$ cat src/rtl/fwnoc_pkg.sv
// Shared fwnoc router definitions: port indices, header field positions and
// the size-code decode used by both the ingress and egress managers.
package fwnoc_pkg;

  localparam logic [2:0] FWNOC_PORT_H = 3'd0;
  localparam logic [2:0] FWNOC_PORT_N = 3'd1;
  localparam logic [2:0] FWNOC_PORT_S = 3'd2;
  localparam logic [2:0] FWNOC_PORT_E = 3'd3;
  localparam logic [2:0] FWNOC_PORT_W = 3'd4;

  localparam int DST_X_MSB = 31;
  localparam int DST_X_LSB = 30;
  localparam int DST_Y_MSB = 29;
  localparam int DST_Y_LSB = 28;
  localparam int SZ_MSB    = 3;
  localparam int SZ_LSB    = 0;

  typedef enum logic [0:0] {
    EG_IDLE = 1'b0,
    EG_XFER = 1'b1
  } eg_state_e;

  // Payload words following the header; unused codes carry no payload.
  function automatic logic [4:0] fwnoc_size_decode(input logic [3:0] code);
    logic [4:0] words;
    case (code)
      4'd0:    words = 5'd0;
      4'd1:    words = 5'd1;
      4'd2:    words = 5'd2;
      4'd3:    words = 5'd4;
      4'd4:    words = 5'd8;
      4'd5:    words = 5'd16;
      default: words = 5'd0;
    endcase
    return words;
  endfunction

endpackage

$ cat src/rtl/fwnoc_fifo.sv
// Generic valid/ready FIFO used to buffer fwnoc links.
module fwnoc_fifo #(
  parameter int WIDTH = 32,
  parameter int DEPTH = 4
) (
  input  logic             clock,
  input  logic             reset,
  input  logic             in_valid_i,
  output logic             in_ready_o,
  input  logic [WIDTH-1:0] in_dat_i,
  output logic             out_valid_o,
  input  logic             out_ready_i,
  output logic [WIDTH-1:0] out_dat_o
);

  localparam int AW = (DEPTH > 1) ? $clog2(DEPTH) : 1;
  localparam int CW = $clog2(DEPTH + 1);

  logic [WIDTH-1:0] mem_q [DEPTH];
  logic [AW-1:0]    wr_ptr_q;
  logic [AW-1:0]    rd_ptr_q;
  logic [CW-1:0]    count_q;
  logic             wr_en_s;
  logic             rd_en_s;

  function automatic logic [AW-1:0] ptr_inc(input logic [AW-1:0] ptr);
    return (ptr == AW'(DEPTH - 1)) ? '0 : ptr + AW'(1);
  endfunction

  assign in_ready_o  = (count_q != CW'(DEPTH));
  assign out_valid_o = (count_q != '0);
  assign out_dat_o   = mem_q[rd_ptr_q];
  assign wr_en_s     = in_valid_i && in_ready_o;
  assign rd_en_s     = out_valid_o && out_ready_i;

  always_ff @(posedge clock) begin
    if (wr_en_s) begin
      mem_q[wr_ptr_q] <= in_dat_i;
    end
  end

  always_ff @(posedge clock or posedge reset) begin
    if (reset) begin
      wr_ptr_q <= '0;
      rd_ptr_q <= '0;
      count_q  <= '0;
    end else begin
      if (wr_en_s) begin
        wr_ptr_q <= ptr_inc(wr_ptr_q);
      end
      if (rd_en_s) begin
        rd_ptr_q <= ptr_inc(rd_ptr_q);
      end
      case ({wr_en_s, rd_en_s})
        2'b10:   count_q <= count_q + CW'(1);
        2'b01:   count_q <= count_q - CW'(1);
        default: count_q <= count_q;
      endcase
    end
  end

endmodule

$ cat src/rtl/fwnoc_rr_arb5.sv
// Five-way combinational packet arbiter. Round-robin from last_i by default;
// FWNOC_EGRESS_FIXED_PRIO_EN selects fixed priority H>N>S>E>W instead.
module fwnoc_rr_arb5
  import fwnoc_pkg::*;
(
  input  logic [4:0] req_i,
  input  logic [2:0] last_i,
  output logic       any_o,
  output logic [2:0] gnt_o
);

  logic [2:0] last_s;

`ifdef FWNOC_EGRESS_FIXED_PRIO_EN
  logic unused_last;
  assign unused_last = ^last_i;
  // Pretending W was last served makes the scan always start at H.
  assign last_s = FWNOC_PORT_W;
`else
  assign last_s = last_i;
`endif

  assign any_o = |req_i;

  always_comb begin
    int         idx;
    logic       found;
    logic       pick;
    logic [2:0] cand;
    gnt_o = FWNOC_PORT_H;
    found = 1'b0;
    for (int k = 1; k <= 5; k++) begin
      idx   = (int'(last_s) + k) % 5;
      cand  = 3'(idx);
      pick  = !found && req_i[cand];
      gnt_o = pick ? cand : gnt_o;
      found = found | pick;
    end
  end

endmodule

$ cat src/rtl/fwnoc_router_egress_mgr.sv
// fwnoc router egress: per-packet arbitration of five ingress paths onto one
// output link. Define FWNOC_EGRESS_FIXED_PRIO_EN for fixed-priority selection.
module fwnoc_router_egress_mgr
  import fwnoc_pkg::*;
#(
  parameter int FIFO_DEPTH = 4,
  parameter int X_ID       = 0,
  parameter int Y_ID       = 0
) (
  input  logic        clock,
  input  logic        reset,
  input  logic        h_valid,
  output logic        h_ready,
  input  logic [31:0] h_dat,
  input  logic        n_valid,
  output logic        n_ready,
  input  logic [31:0] n_dat,
  input  logic        s_valid,
  output logic        s_ready,
  input  logic [31:0] s_dat,
  input  logic        e_valid,
  output logic        e_ready,
  input  logic [31:0] e_dat,
  input  logic        w_valid,
  output logic        w_ready,
  input  logic [31:0] w_dat,
  output logic        o_valid,
  input  logic        o_ready,
  output logic [31:0] o_dat
);

  localparam logic [3:0] unused_router_id = {2'(X_ID), 2'(Y_ID)};

  eg_state_e   state_q, state_d;
  logic [2:0]  grant_q, grant_d;
  logic [2:0]  last_grant_q, last_grant_d;
  logic [4:0]  rem_q, rem_d;
  logic        hdr_q, hdr_d;

  logic [4:0]  valid_s;
  logic [31:0] dat_s [5];
  logic [4:0]  ready_s;
  logic        x_valid_s;
  logic        x_ready_s;
  logic [31:0] x_dat_s;
  logic        arb_any_s;
  logic [2:0]  arb_gnt_s;
  logic        beat_s;
  logic        last_beat_s;
  logic [4:0]  size_s;

  assign valid_s  = {w_valid, e_valid, s_valid, n_valid, h_valid};
  assign dat_s[0] = h_dat;
  assign dat_s[1] = n_dat;
  assign dat_s[2] = s_dat;
  assign dat_s[3] = e_dat;
  assign dat_s[4] = w_dat;

  assign h_ready = ready_s[FWNOC_PORT_H];
  assign n_ready = ready_s[FWNOC_PORT_N];
  assign s_ready = ready_s[FWNOC_PORT_S];
  assign e_ready = ready_s[FWNOC_PORT_E];
  assign w_ready = ready_s[FWNOC_PORT_W];

  fwnoc_rr_arb5 u_arb (
    .req_i  (valid_s),
    .last_i (last_grant_q),
    .any_o  (arb_any_s),
    .gnt_o  (arb_gnt_s)
  );

  always_ff @(posedge clock or posedge reset) begin
    if (reset) begin
      state_q      <= EG_IDLE;
      grant_q      <= FWNOC_PORT_H;
      last_grant_q <= FWNOC_PORT_W;
      rem_q        <= 5'd0;
      hdr_q        <= 1'b1;
    end else begin
      state_q      <= state_d;
      grant_q      <= grant_d;
      last_grant_q <= last_grant_d;
      rem_q        <= rem_d;
      hdr_q        <= hdr_d;
    end
  end

  always_comb begin
    state_d      = state_q;
    grant_d      = grant_q;
    last_grant_d = last_grant_q;
    rem_d        = rem_q;
    hdr_d        = hdr_q;
    ready_s      = 5'b0;
    x_valid_s    = 1'b0;
    x_dat_s      = 32'h0;
    beat_s       = 1'b0;
    last_beat_s  = 1'b0;
    size_s       = 5'd0;
    case (state_q)
      EG_IDLE: begin
        if (arb_any_s) begin
          grant_d = arb_gnt_s;
          hdr_d   = 1'b1;
          state_d = EG_XFER;
        end else begin
          state_d = EG_IDLE;
        end
      end
      EG_XFER: begin
        x_valid_s        = valid_s[grant_q];
        x_dat_s          = dat_s[grant_q];
        ready_s[grant_q] = x_ready_s;
        beat_s           = x_valid_s && x_ready_s;
        size_s           = fwnoc_size_decode(x_dat_s[SZ_MSB:SZ_LSB]);
        last_beat_s      = hdr_q ? (size_s == 5'd0) : (rem_q == 5'd1);
        // Grant is held until the final payload beat, whatever stalls occur.
        if (beat_s) begin
          rem_d = hdr_q ? size_s : (rem_q - 5'd1);
          hdr_d = 1'b0;
          if (last_beat_s) begin
            last_grant_d = grant_q;
            hdr_d        = 1'b1;
            state_d      = EG_IDLE;
          end else begin
            state_d = EG_XFER;
          end
        end else begin
          state_d = EG_XFER;
        end
      end
      default: begin
        state_d = EG_IDLE;
      end
    endcase
  end

  generate
    if (FIFO_DEPTH == 0) begin : g_bypass
      assign o_valid   = x_valid_s;
      assign o_dat     = x_dat_s;
      assign x_ready_s = o_ready;
    end else begin : g_fifo
      fwnoc_fifo #(
        .WIDTH (32),
        .DEPTH (FIFO_DEPTH)
      ) u_fifo (
        .clock       (clock),
        .reset       (reset),
        .in_valid_i  (x_valid_s),
        .in_ready_o  (x_ready_s),
        .in_dat_i    (x_dat_s),
        .out_valid_o (o_valid),
        .out_ready_i (o_ready),
        .out_dat_o   (o_dat)
      );
    end
  endgenerate

endmodule
$ cat config.mk
export PLATFORM = sky130hd
export DESIGN_NAME = fwnoc_router_egress_mgr
export DESIGN_NICKNAME = d
export VERILOG_FILES = /design/src/rtl/fwnoc_pkg.sv /design/src/rtl/fwnoc_fifo.sv /design/src/rtl/fwnoc_rr_arb5.sv /design/src/rtl/fwnoc_router_egress_mgr.sv
export SDC_FILE = /design/constraint.sdc
export NUM_CORES = 1
export LEC_CHECK = 0
export ABC_AREA = 1
export CORE_ASPECT_RATIO = 0.75
export CORE_MARGIN = 8
export CORE_UTILIZATION = 52
export DETAILED_ROUTE_END_ITERATION = 12
export PLACE_DENSITY = 0.9
export SYNTH_ARGS = -nofsm -noshare
export SYNTH_HDL_FRONTEND = slang
export SYNTH_HIERARCHICAL = 1
export SYNTH_SLANG_ARGS = --single-unit
$ cat constraint.sdc
create_clock -name clock -period 4.2 [get_ports clock]
set_input_delay 0.84 -clock clock [delete_from_list [all_inputs] [get_ports clock]]
set_output_delay 0.84 -clock clock [all_outputs]
set_load 0.01 [all_outputs]
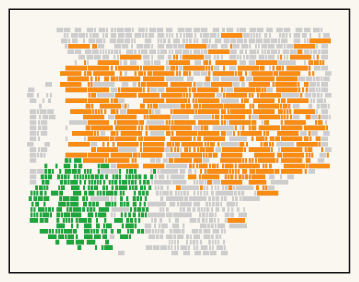
Figure 1: hierarchy map.
(2 px per um)
green -> u_arb  # cells 262, where south-west
orange -> g_fifo.u_fifo  # cells 419
Final Util: 0.6872
final std cells w/o fill: 1523
total die area: 22190 um2

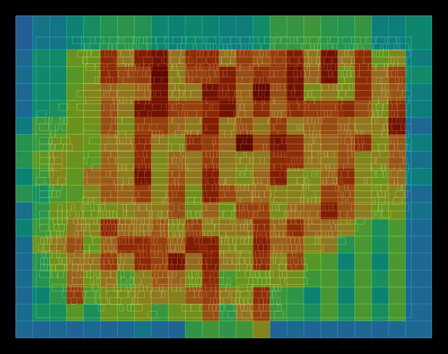
Figure 2: congestion heat map.
Top Usage Layer GRT: met2
grt met2 use: 0.4019
fraction of met1 tracks used by global routing: 0.2992
average routed wire per standard cell: 17.79 um
met3 usage in global routing: 0.05344

==> results_tabular.tex <==
% Auto-generated results table
\begin{tabular}{lr}
\hline
Metric & Value \\
\hline
\multicolumn{2}{l}{\textbf{Synth}} \\
\quad Post-synth EDFFs & about 130 \\
\quad Post-synth ARST share & 0.1351 \\
\quad Portion of synthesized cell area occupied by the leading cell type & 0.4190 \\
\quad Mux share & 0 \\
\multicolumn{2}{l}{\textbf{Cells and area}} \\
\quad Commonest non-fill, non-tap cell in the layout & nand2\_1 \\
\quad Flip-flops & between 100 and 150 \\
\quad Non-Clock Buffer Count & 217 \\
\quad Post-layout net count & 1466 \\
\quad Clk\_buf instances & 17 \\
\quad Inserted Diodes & 0 \\
\multicolumn{2}{l}{\textbf{Drt}} \\
\quad Per-cell via count in the routed design & 5.511 \\
\quad DRC violation count after routing & 0 \\
\quad Number of vias in the routed layout & 8394 \\
\quad First-pass iteration count of the detailed router & 6 \\
\multicolumn{2}{l}{\textbf{Final timing}} \\
\quad Total setup violations reported at the end of the flow & 0 \\
\quad Fin Setup TNS & 0 ps \\
\quad Setup repair after global routing missed its margin & false \\
\quad Part of the cycle the worst path needs & 0.8941 \\
\quad Crit path time final & 3755 ps \\
\quad Least-Margin Pin Slew & 768.9 ps \\
\multicolumn{2}{l}{\textbf{Power}} \\
\quad Switching power & 3.558 mW \\
\quad Top pwr grp & combinational logic \\
\quad Clock Power Share & 0.200 \\
\quad Logic gate share of total power & 0.529 \\
\quad Power Dens Cells & about 670 nW/um2 \\
\multicolumn{2}{l}{\textbf{Clock tree}} \\
\quad CTS tree & done \\
\quad Cts hold-fix bufs & 0 \\
\quad CTS Buf Count & 17 \\
\quad Count of cells resized by post-cts repair & 0 \\
\multicolumn{2}{l}{\textbf{Setup path}} \\
\quad Worst setup endpoint & grant\_q[0] \\
\quad WP depth & 23 \\
\quad Startpoint of the most critical register-to-register path & last\_grant\_q[0] \\
\quad Arr. time, crit path & 4090 ps \\
\quad Largest fanout on the critical path & 10 \\
\quad Cells along the critical path & inv\_2 -> ha\_2 -> ha\_1 -> nor2\_1 -> nand3\_2 -> nand2\_2 -> xor2\_1 -> ha\_1 -> inv\_1 -> or2\_2 -> nand3\_1 -> nand2\_1 -> nand2\_2 -> nand2\_2 -> nand2\_1 -> nand3\_1 -> nand3\_1 -> nand2\_1 -> nor2\_1 -> nand3\_1 -> nand3\_1 -> nand2\_1 -> o21ai\_0 \\
\multicolumn{2}{l}{\textbf{Place}} \\
\quad Half-perimeter wire length of the detailed placement result & 19050 um \\
\quad Post-Place Cells & 1491 \\
\multicolumn{2}{l}{\textbf{GRT}} \\
\quad Wire length of the first global-routing pass & 41790 um \\
\quad Maximum number of pins on one net before global-route repair & 79 \\
\multicolumn{2}{l}{\textbf{Floorplanning}} \\
\quad I/O pin count & $\sim$200 \\
\multicolumn{2}{l}{\textbf{Run status}} \\
\quad Result of the run & finished clean \\
\multicolumn{2}{l}{\textbf{Hold path}} \\
\quad Worst hold path stage count & 2 \\
\quad Hold Crit Endpoint & rem\_q[4] \\
\quad Hold Path Origin & rem\_q[4] \\
\hline
\end{tabular}
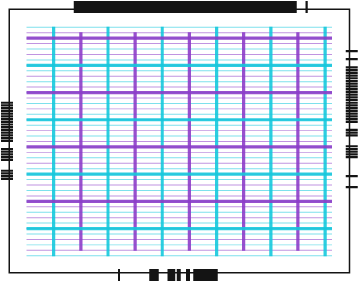
Figure 3: floorplan with the power grid.
(2 px per um) Pins as bars on the die edge.
purple -> VDD
cyan -> VSS
rows = 42
signal pins = 206
met4 straps = 11
Max rail drop VDD: 0.4597 mV
horizontal extent of the die: 169.4 um
core outline area: 17450 um2
height of the chip: 131.0 um

Power is estimated from default activity; no workload was simulated.
